**config.mk**
```make
export PLATFORM = sky130hd
export DESIGN_NAME = uart_tx_frame
export DESIGN_NICKNAME = d
export VERILOG_FILES = /design/src/rtl/uart_tx_frame.sv
export SDC_FILE = /design/constraint.sdc
export NUM_CORES = 1
export LEC_CHECK = 0
export CORE_ASPECT_RATIO = 1.75
export CORE_MARGIN = 2
export CORE_UTILIZATION = 28
export CTS_BUF_LIST = sky130_fd_sc_hd__clkbuf_4 sky130_fd_sc_hd__clkbuf_8 sky130_fd_sc_hd__clkbuf_16
export CTS_CLUSTER_SIZE = 28
export DETAILED_ROUTE_END_ITERATION = 16
export PLACE_DENSITY = 0.45
export SYNTH_ARGS = -nofsm -noshare
export SYNTH_HDL_FRONTEND = slang
export SYNTH_SLANG_ARGS = --single-unit
```
**constraint.sdc**
```tcl
create_clock -name clk_Tx -period 2.9 [get_ports clk_Tx]
set_input_delay 0.29 -clock clk_Tx [delete_from_list [all_inputs] [get_ports clk_Tx]]
set_output_delay 0.29 -clock clk_Tx [all_outputs]
set_load 0.01 [all_outputs]
```
**src/rtl/uart_tx_frame.sv**
```systemverilog
// Frame transmitter: HEADER, len payload bytes from a registered byte-read port,
// then an XOR checksum, as gapless 8N1 UART bytes.
module uart_tx_frame #(
  parameter int unsigned CLKS_PER_BIT = 434,
  parameter logic [7:0]  HEADER       = 8'hA5
) (
  input  logic       clk_Tx,
  input  logic       rst,
  input  logic       send,
  input  logic [7:0] len,
  output logic [7:0] rd_addr,
  input  logic [7:0] rd_data,
  output logic       Tx_out,
  output logic       busy,
  output logic       done
);

  typedef enum logic [2:0] {IDLE, START, DATA, STOP, DONE} state_t;

  state_t      state, state_n;
  logic [15:0] clk_cnt, clk_cnt_n;
  logic [2:0]  bit_idx, bit_idx_n;
  logic [8:0]  pay_cnt, pay_cnt_n;
  logic [7:0]  len_q, len_n, shreg, shreg_n, csum, csum_n, addr_n;
  logic        chk_q, chk_n, tx_q, tx_n;
  logic        bit_end, next_pay;

  assign bit_end  = (clk_cnt == 16'(CLKS_PER_BIT - 1));
  // pay_cnt counts payload bytes already loaded, so it is also the next read index
  assign next_pay = !chk_q && (pay_cnt < {1'b0, len_q});

  always_comb begin
    state_n   = state;
    clk_cnt_n = bit_end ? 16'd0 : clk_cnt + 16'd1;
    bit_idx_n = bit_idx;
    pay_cnt_n = pay_cnt;
    len_n     = len_q;
    shreg_n   = shreg;
    csum_n    = csum;
    addr_n    = rd_addr;
    chk_n     = chk_q;
    case (state)
      IDLE, DONE: begin
        clk_cnt_n = 16'd0;
        state_n   = IDLE;
        if (send) begin
          state_n   = START;
          len_n     = len;
          addr_n    = 8'd0;
          pay_cnt_n = 9'd0;
          chk_n     = 1'b0;
          csum_n    = HEADER;
          shreg_n   = HEADER;
        end
      end
      START: begin
        if (bit_end) begin
          state_n   = DATA;
          bit_idx_n = 3'd0;
        end
      end
      DATA: begin
        if (bit_end) begin
          shreg_n   = {1'b0, shreg[7:1]};
          bit_idx_n = bit_idx + 3'd1;
          if (bit_idx == 3'd7) begin
            state_n = STOP;
            // present the address for the whole stop bit so the RAM has a cycle to respond
            if (next_pay) addr_n = pay_cnt[7:0];
          end
        end
      end
      STOP: begin
        if (bit_end) begin
          state_n = START;
          if (next_pay) begin
            shreg_n   = rd_data;
            csum_n    = csum ^ rd_data;
            pay_cnt_n = pay_cnt + 9'd1;
          end else if (!chk_q) begin
            shreg_n = csum;
            chk_n   = 1'b1;
          end else begin
            state_n = DONE;
          end
        end
      end
      default: state_n = IDLE;
    endcase
    case (state_n)
      START:   tx_n = 1'b0;
      DATA:    tx_n = shreg_n[0];
      default: tx_n = 1'b1;
    endcase
  end

  always_ff @(posedge clk_Tx) begin
    if (rst) begin
      state   <= IDLE;
      clk_cnt <= 16'd0;
      bit_idx <= 3'd0;
      pay_cnt <= 9'd0;
      len_q   <= 8'd0;
      shreg   <= 8'd0;
      csum    <= 8'd0;
      rd_addr <= 8'd0;
      chk_q   <= 1'b0;
      tx_q    <= 1'b1;
    end else begin
      state   <= state_n;
      clk_cnt <= clk_cnt_n;
      bit_idx <= bit_idx_n;
      pay_cnt <= pay_cnt_n;
      len_q   <= len_n;
      shreg   <= shreg_n;
      csum    <= csum_n;
      rd_addr <= addr_n;
      chk_q   <= chk_n;
      tx_q    <= tx_n;
    end
  end

  assign Tx_out = tx_q;
  assign busy   = (state == START) || (state == DATA) || (state == STOP);
  assign done   = (state == DONE);

endmodule
```
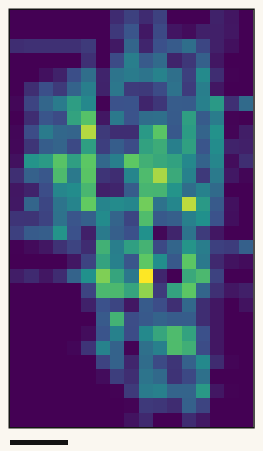
Figure 1: wiring heat map.
The bar under the picture is 20 microns long. The die is cut into 17 by 29 equal tiles; dark purple is low, yellow is high, scaled to the fullest tile. Values are wire area over tile area, all layers added.
nearly empty tiles = 29%
densest ninth of the die = center
fullest tile = 0.43
tiles over half the peak = 13%
emptiest ninth of the die = lower left
mean over tiles = 0.094

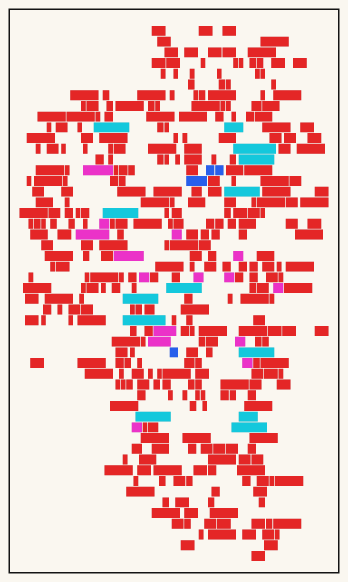
Figure 2: cell sizes after repair.
x6 and larger -> cyan  # cells 13, share 3.4%, most used clkbuf_16
x3 and x4 -> magenta  # cells 15, share 4.0%, most used buf_4
x1 and smaller -> red  # cells 346, share 92%, most used dfxtp_1
x2 -> blue  # cells 4, share 1.1%, most used or2_2

-- final cells by class --
class,count,area (sq um)
clock buffer,12,260
sequential,65,1300
fill,1116,6870
timing repair buffer,36,343
multi-input combinational,251,1650
inverter,10,37.5
tap,130,163
clock inverter,4,75.1
-- critical path, cell delays in order, from the launching register on --
cell and delay [ns]:
dfxtp_1 0.41, ha_1 0.28, a21o_1 0.17, a2111oi_2 0.39, o211a_1 0.31, buf_4 0.20
and4bb_1 0.34, a22o_1 0.18
-- flip-flops by register name (all words and copies together) (netlist names) --
register and count:
len_q 8, bit_idx 3, rd_addr 8, state 3
chk_q 1, csum 8, shreg 8, clk_cnt 16
Tx_out 1, pay_cnt 9
-- path summary, 6_finish.rpt --
kind / from / to / cells after the start
setup reg to reg: pay_cnt[6]$_SDFFE_PP0P_ / rd_addr[1]$_SDFFE_PP0P_ / 7
hold reg to reg: len_q[6]$_SDFFE_PP0P_ / len_q[6]$_SDFFE_PP0P_ / 2
hold / removal: len_q[6]$_SDFFE_PP0P_ / len_q[6]$_SDFFE_PP0P_ / 2
setup / recovery: pay_cnt[6]$_SDFFE_PP0P_ / rd_addr[1]$_SDFFE_PP0P_ / 7
-- power by group --
group / total [mW] / internal, mW / switching (mW)
sequential: 0.933 / 0.915 / 0.0179
clock: 1.21 / 0.809 / 0.401
combinational: 0.193 / 0.0867 / 0.106
total: 2.34 / 1.81 / 0.525
-- logic make-up (layout without fill, tap and decap cells) --
family	after synthesis	count (layout)	synth area share [%]
and+or+nand+nor	140	140	24.1
DFF	65	65	42.3
AOI/OAI and AO/OA	60	60	13.3
xor gates and xnor gates	29	29	8.26
buffers and inverters	27	62	3.99
adders and majority gates	12	12	4.88
muxes	10	10	3.25
==> flow_metrics.py <==
# Generated from Yosys and OpenROAD reports
metrics = {
    "cts": {
        "cts_tree": "built",
        "htreeDepth": 3,
        "clock-sinks": 65,
        "clk_pin_slew_ns": 0.06,
        "cts_buffer_depth": 2,
        "cts-resized-gates": 0,
        "cts_hold_buf": 0,
    },
    "global_route": {
        "groute.usage.overall_pct": 13.2,
        "antenna_found_initial": 0,
        "top_usage_layer": "met2",
        "grt_pass1_wl_microns": 12200,
        "grt_max_degree": 29,
    },
    "yosys": {
        "edf_count": 0,
        "synth.distinct_cells": 46,
        "synth_seq_share_pct": 42.3,
        "top_cells_by_count": "65 x dfxtp_1, 46 x nor2_1, 33 x nand2_1, 24 x xor2_1, 20 x a21oi_1",
        "top_cell_area_share_pct": 42.3,
        "ys_ff": 65,
    },
    "place": {
        "placed_cells": 492,
        "place_congestion": 0.767,
        "preCtsSetupSlack_ns": 0.583,
    },
    "sta": {
        "timing.final.crit_share_pct": 80.6,
        "rsz0062_at_grt": "no",
        "final-hold-violation-count": 0,
    },
    "routing": {
        "postRouteAntennaNets": 0,
        "wl_microns": 7330,
        "wire_per_inst_microns": 14.4,
    },
    "final_layout": {
        "nets": 404,
        "area_growth_pct": 24.6,
    },
    "setup_path": {
        "critical_path_class": "reg -> reg",
        "worstPathMaxFanout": 9,
        "endpoint_kind": "flip-flop",
    },
    "run_status": {
        "status": "finished, final reports clean",
    },
    "floorplanning": {
        "die-width_microns": 83.2,
        "fp.coreArea_sq_um": 10700,
    },
}
Power and IR drop assume default switching activity.
